==> config.mk <==
export PLATFORM = sky130hd
export DESIGN_NAME = fetch_unit_flat
export DESIGN_NICKNAME = d
export VERILOG_FILES = /design/src/rtl/pillar_pkg.sv /design/src/rtl/fetch_unit_if.sv /design/src/rtl/fetch_unit.sv /design/src/flat_wrapper.sv
export SDC_FILE = /design/constraint.sdc
export NUM_CORES = 1
export LEC_CHECK = 0
export ABC_AREA = 0
export CAP_MARGIN = 20
export CORE_ASPECT_RATIO = 1.1
export CORE_MARGIN = 3
export CORE_UTILIZATION = 47
export CTS_CLUSTER_SIZE = 10
export DETAILED_ROUTE_END_ITERATION = 16
export PLACE_DENSITY = 0.81
export SLEW_MARGIN = 25
export SYNTH_ARGS = -nofsm -noshare
export SYNTH_HDL_FRONTEND = slang
export SYNTH_SLANG_ARGS = --single-unit
export TNS_END_PERCENT = 5
==> constraint.sdc <==
create_clock -name clk -period 5.98 [get_ports clk]
set_clock_uncertainty 0.2 [all_clocks]
set_input_delay 0.897 -clock clk [delete_from_list [all_inputs] [get_ports clk]]
set_output_delay 0.897 -clock clk [all_outputs]
set_load 0.05 [all_outputs]
Figure 1. Pin map (run 1).
(4 px per micron) Pins as bars across the die edge, other pins in grey.
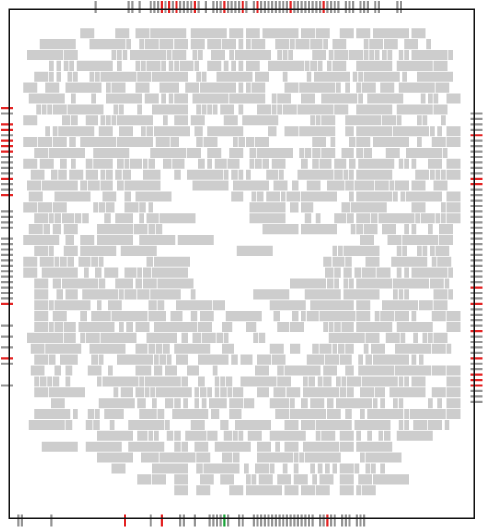
legend:
  red:
    port: mem_mem_addr
    pins: 32
    direction: output
    edge: 10 right, 10 left, 9 top, 3 bottom
  green:
    port: mem_mem_ack
    pins: 1
    direction: input
    edge: bottom
all pins by edge: 63 top, 54 right, 45 bottom, 39 left
IO Port Bufs: 198
die y size: 127 microns
die width: 116 microns

Figure 2. Routing congestion (run 1).
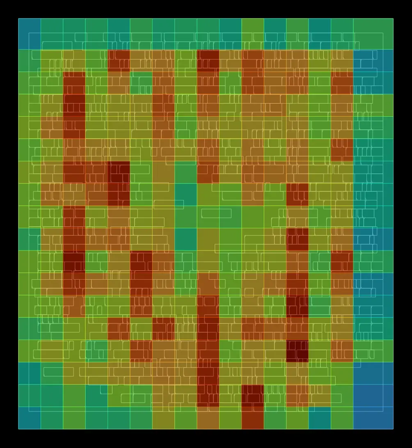
most congested layer reported by global routing: met2
met1 demand-to-capacity share in global routing: 31.6%
utilization after layout: 69.8%
GRT Util Overall: 25.0%

Figure 3. Sequential cells coloured by netlist name (run 1).
(2 px per micron) Other sequential cells in the stronger grey, the rest of the logic in the fainter grey.
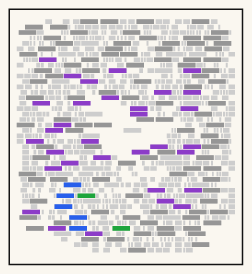
legend:
  purple:
    signal: u_core.mem.mem_addr
    placed_flops: 32
  green:
    signal: u_core.state_q
    placed_flops: 2
  blue:
    signal: u_core.cnt_q
    placed_flops: 5
    where: bottom left
register share of the cell area: 38.9%
power consumed by sequential cells: 1650 uW

==> metrics.log <==
[report] extracting results
INFO  metric status = complete, no violations
INFO  metric min_path_cells = 2
INFO  metric floorplan.nets = roughly 740
INFO  metric fmax = around 0.34 GHz
INFO  metric setup_tns = 0 ns
INFO  metric path_depth = 1
INFO  metric p_sw_share = between 40 and 50%
INFO  metric post-cts-setup-buffer-count = 0
INFO  metric min_path_type = flip-flop to flip-flop
INFO  metric proportion_of_synthesized_chip_area_in_sequential_cells = a little under three fifths
INFO  metric antenna_cells_inserted = 0
INFO  metric vias = approximately 5600
INFO  metric yosysCellCount = 663
INFO  metric crit_path_cell_trace = clkdlybuf4s50_1
INFO  metric vdd_ir_drop_max = ~0.41 mV
INFO  metric first_iter_violations = approximately 370
INFO  metric synth.top_cells.by_count = 201 x sky130_fd_sc_hd__nand2_1, 139 x sky130_fd_sc_hd__dfrtp_1, 56 x sky130_fd_sc_hd__a21oi_1
INFO  metric gpl.final_weighted_congestion = ~0.83
INFO  metric log.warning_count = 28
INFO  metric grt_pass1_wl = about 29 mm
INFO  metric drt_drc_violations_left = 0
INFO  metric power_leakage = about 0.004 uW
INFO  metric synthesis.yosys.warnings = 0
INFO  metric timing.final.crit_share = roughly half
INFO  metric number_of_pins_with_negative_max_slew_slack_in_the_final_report = 0
INFO  metric clock_tree_sinks = ~140
INFO  metric power_density = roughly 600 nW/um^2
INFO  metric power.share.combinational = between 50% and 60%
INFO  metric clk_path_buf_depth = 2
INFO  metric synth.ff_latch_count = approximately 140
INFO  metric worst_ep_arrival_time = between 1.5 and 2 ns
INFO  metric dpl-instance-area = between 8000 and 9000 sq um
INFO  metric first_global_vias = around 5600
INFO  metric hold_buf_count_cts = 0
INFO  metric synth_largest_type_area_fraction = a little under three fifths
INFO  metric antenna_violating_nets_post_route = 0
INFO  metric final_layout_size_suffix_gt1_share = between 6 and 7%
INFO  metric floorplan.core_area = around 13000 sq um
INFO  metric timing.reg2reg.worst_path_depth = 6
INFO  metric distinct_cell_type_count_of_the_synthesized_netlist = about 43
INFO  metric area_delta_synth_final = 43.2%
INFO  metric cts.reportedPaths.clkPinSlew = roughly 0.060 ns
INFO  metric commonest_register_cell_after_synthesis = sky130_fd_sc_hd__dfrtp_1
INFO  metric rsz0062_at_grt = false
INFO  metric timing.final.setup_violations = 0
INFO  metric hold_viol = 0
INFO  metric post_drt_wl_per_cell = ~18 microns
INFO  metric h-tree-depth = 4
INFO  metric top_cell = sky130_fd_sc_hd__nand2_1
INFO  metric worstSetupPathType = flip-flop to output pin
INFO  metric floorplan.core_util = a little under 50%
INFO  metric yosysChipArea = 6240 sq um
INFO  metric num_io_pins = 201
INFO  metric critPathLaunchType = flip-flop
INFO  metric tritoncts.num_buffers = 17
INFO  metric slew_headroom = between 40% and 50%
INFO  metric drt_pass1_iterations = 5
INFO  metric synth_async_sr_flop_share = 100%
INFO  metric finalCriticalPeriod = a little under 3 ns
INFO  metric syn-instance-count = roughly 660
INFO  metric synth.cell_area = roughly 6200 sq um
INFO  metric edf_count = 0
INFO  metric post_cts_sizing = 0
INFO  metric clk-insertion-delay-late = between 0.4 and 0.5 ns
INFO  metric worst-endpoint-required = approximately 4.9 ns
INFO  metric crit_buf_inv = 1
INFO  metric worst-r2r-setup-slack = 3.41 ns
INFO  metric synth.avg_cell_area = roughly 9.4 sq um
INFO  metric path_delay_family = buffers and inverters
INFO  metric timing.critical_path.fanout_max = 7
INFO  metric clock_power_share = 19.4%
INFO  metric grt_overflow_total = 0
INFO  metric cp_slowest_stage_delay = 0.88 ns
INFO  metric routed_wirelength = ~18 mm
INFO  metric final_design_area_no_fill = about 8900 sq um
INFO  metric dpl.hpwl = ~12 mm
INFO  metric dieArea = 14700 sq um
INFO  metric grt_max_degree = roughly 94
INFO  metric cts_root_buf = sky130_fd_sc_hd__clkbuf_16
INFO  metric placement_rows = 43
INFO  metric internal_power = approximately 2900 uW
INFO  metric post_drt_via_cell_ratio = between 5 and 6
INFO  metric cts_tree = yes
INFO  metric max_slew.worst_pin.slew = 0.838 ns
INFO  metric maxcap_violations = 0
INFO  metric top_area_cell = sky130_fd_sc_hd__dfrtp_1
INFO  metric critical_path.endpoint_type = output pin
INFO  metric final_net_count = a little over 900
INFO  metric layout.filler_cells = a little under 1000
INFO  metric p_sw = roughly 2600 uW
INFO  metric power.share.sequential = a little under a third
INFO  metric cp_slowest_cell = sky130_fd_sc_hd__clkdlybuf4s50_1
INFO  metric synthTopCellsByArea = sky130_fd_sc_hd__dfrtp_1 56%, sky130_fd_sc_hd__nand2_1 12%, sky130_fd_sc_hd__mux2i_1 4.8%
INFO  metric number_of_antenna_violations_at_the_first_check_in_global_routing = 0
run 1: routing by layer:
| metal | vias up | global-route usage, % | wire length [microns] |
|---|---|---|---|
| li1 | 2602 | - | - |
| met1 | 2747 | 31.6 | 7190 |
| met2 | 210 | 41.8 | 9280 |
| met3 | 26 | 5.77 | 1280 |
| met4 | 0 | 9.15 | 340 |
| met5 | - | 0 | 0 |
run 1: power groups by stage:
stage | clock network [uW] | logic [uW] | registers, uW
finish | 1060 | 2730 | 1650
floorplan | 0 | 599 | 2810
global placement | 0 | 2690 | 1640
detailed placement | 0 | 2740 | 1660
global route | 1110 | 2880 | 1710
CTS | 1070 | 2750 | 1650
run 1: cell type report:
| type | instances | area (sq um) | share of cell area, % |
|---|---|---|---|
| flip-flops and latches | 139 | 3480 | 38.9 |
| multi-input cells | 477 | 2590 | 28.9 |
| well taps | 157 | 196 | 2.20 |
| inverters | 11 | 46.3 | 0.518 |
| repair buffers | 205 | 2030 | 22.7 |
| clock buffers | 25 | 515 | 5.77 |
| clock inverters | 7 | 85.1 | 0.952 |
run 1: layout by cell type, fill, tap and decap left out, drive strengths merged, types with 3 or more instances in the layout:
master	n
nor2	50
clkinv	5
inv	11
and4	3
a21oi	58
ha	3
clkdlybuf4s50	197
nor4	6
o22ai	21
mux2i	30
xor2	6
nand4	8
buf	8
nand2	201
dfrtp	139
nor3	6
nand3	11
a32oi	4
o21ai	27
clkbuf	25
xnor2	23
run 1: kinds of logic (layout without fill, tap and decap cells):
group	Yosys count	count (layout)	share of synthesized area [%]
buf+inv	47	248	3.13
flops	139	139	55.7
compound gates	117	117	10.5
mux	31	31	4.99
xor+xnor	29	29	4.07
fa+ha+maj	3	3	0.602
simple gates	297	297	21.0
run 1: stage by stage:
stage          setup WS (ns)  hold WS, ns  power (uW)  std cells
2_1_floorplan           1.16        0.266        3400        663
3_3_place_gp            2.75        0.258        4330        989
3_5_place_dp            2.69        0.261        4400        989
4_1_cts                 3.05        0.275        5470       1021
5_1_grt                 2.96        0.295        5690       1021
6_report                3.07        0.273        5450       1021
Power is estimated from default activity; no workload was simulated.
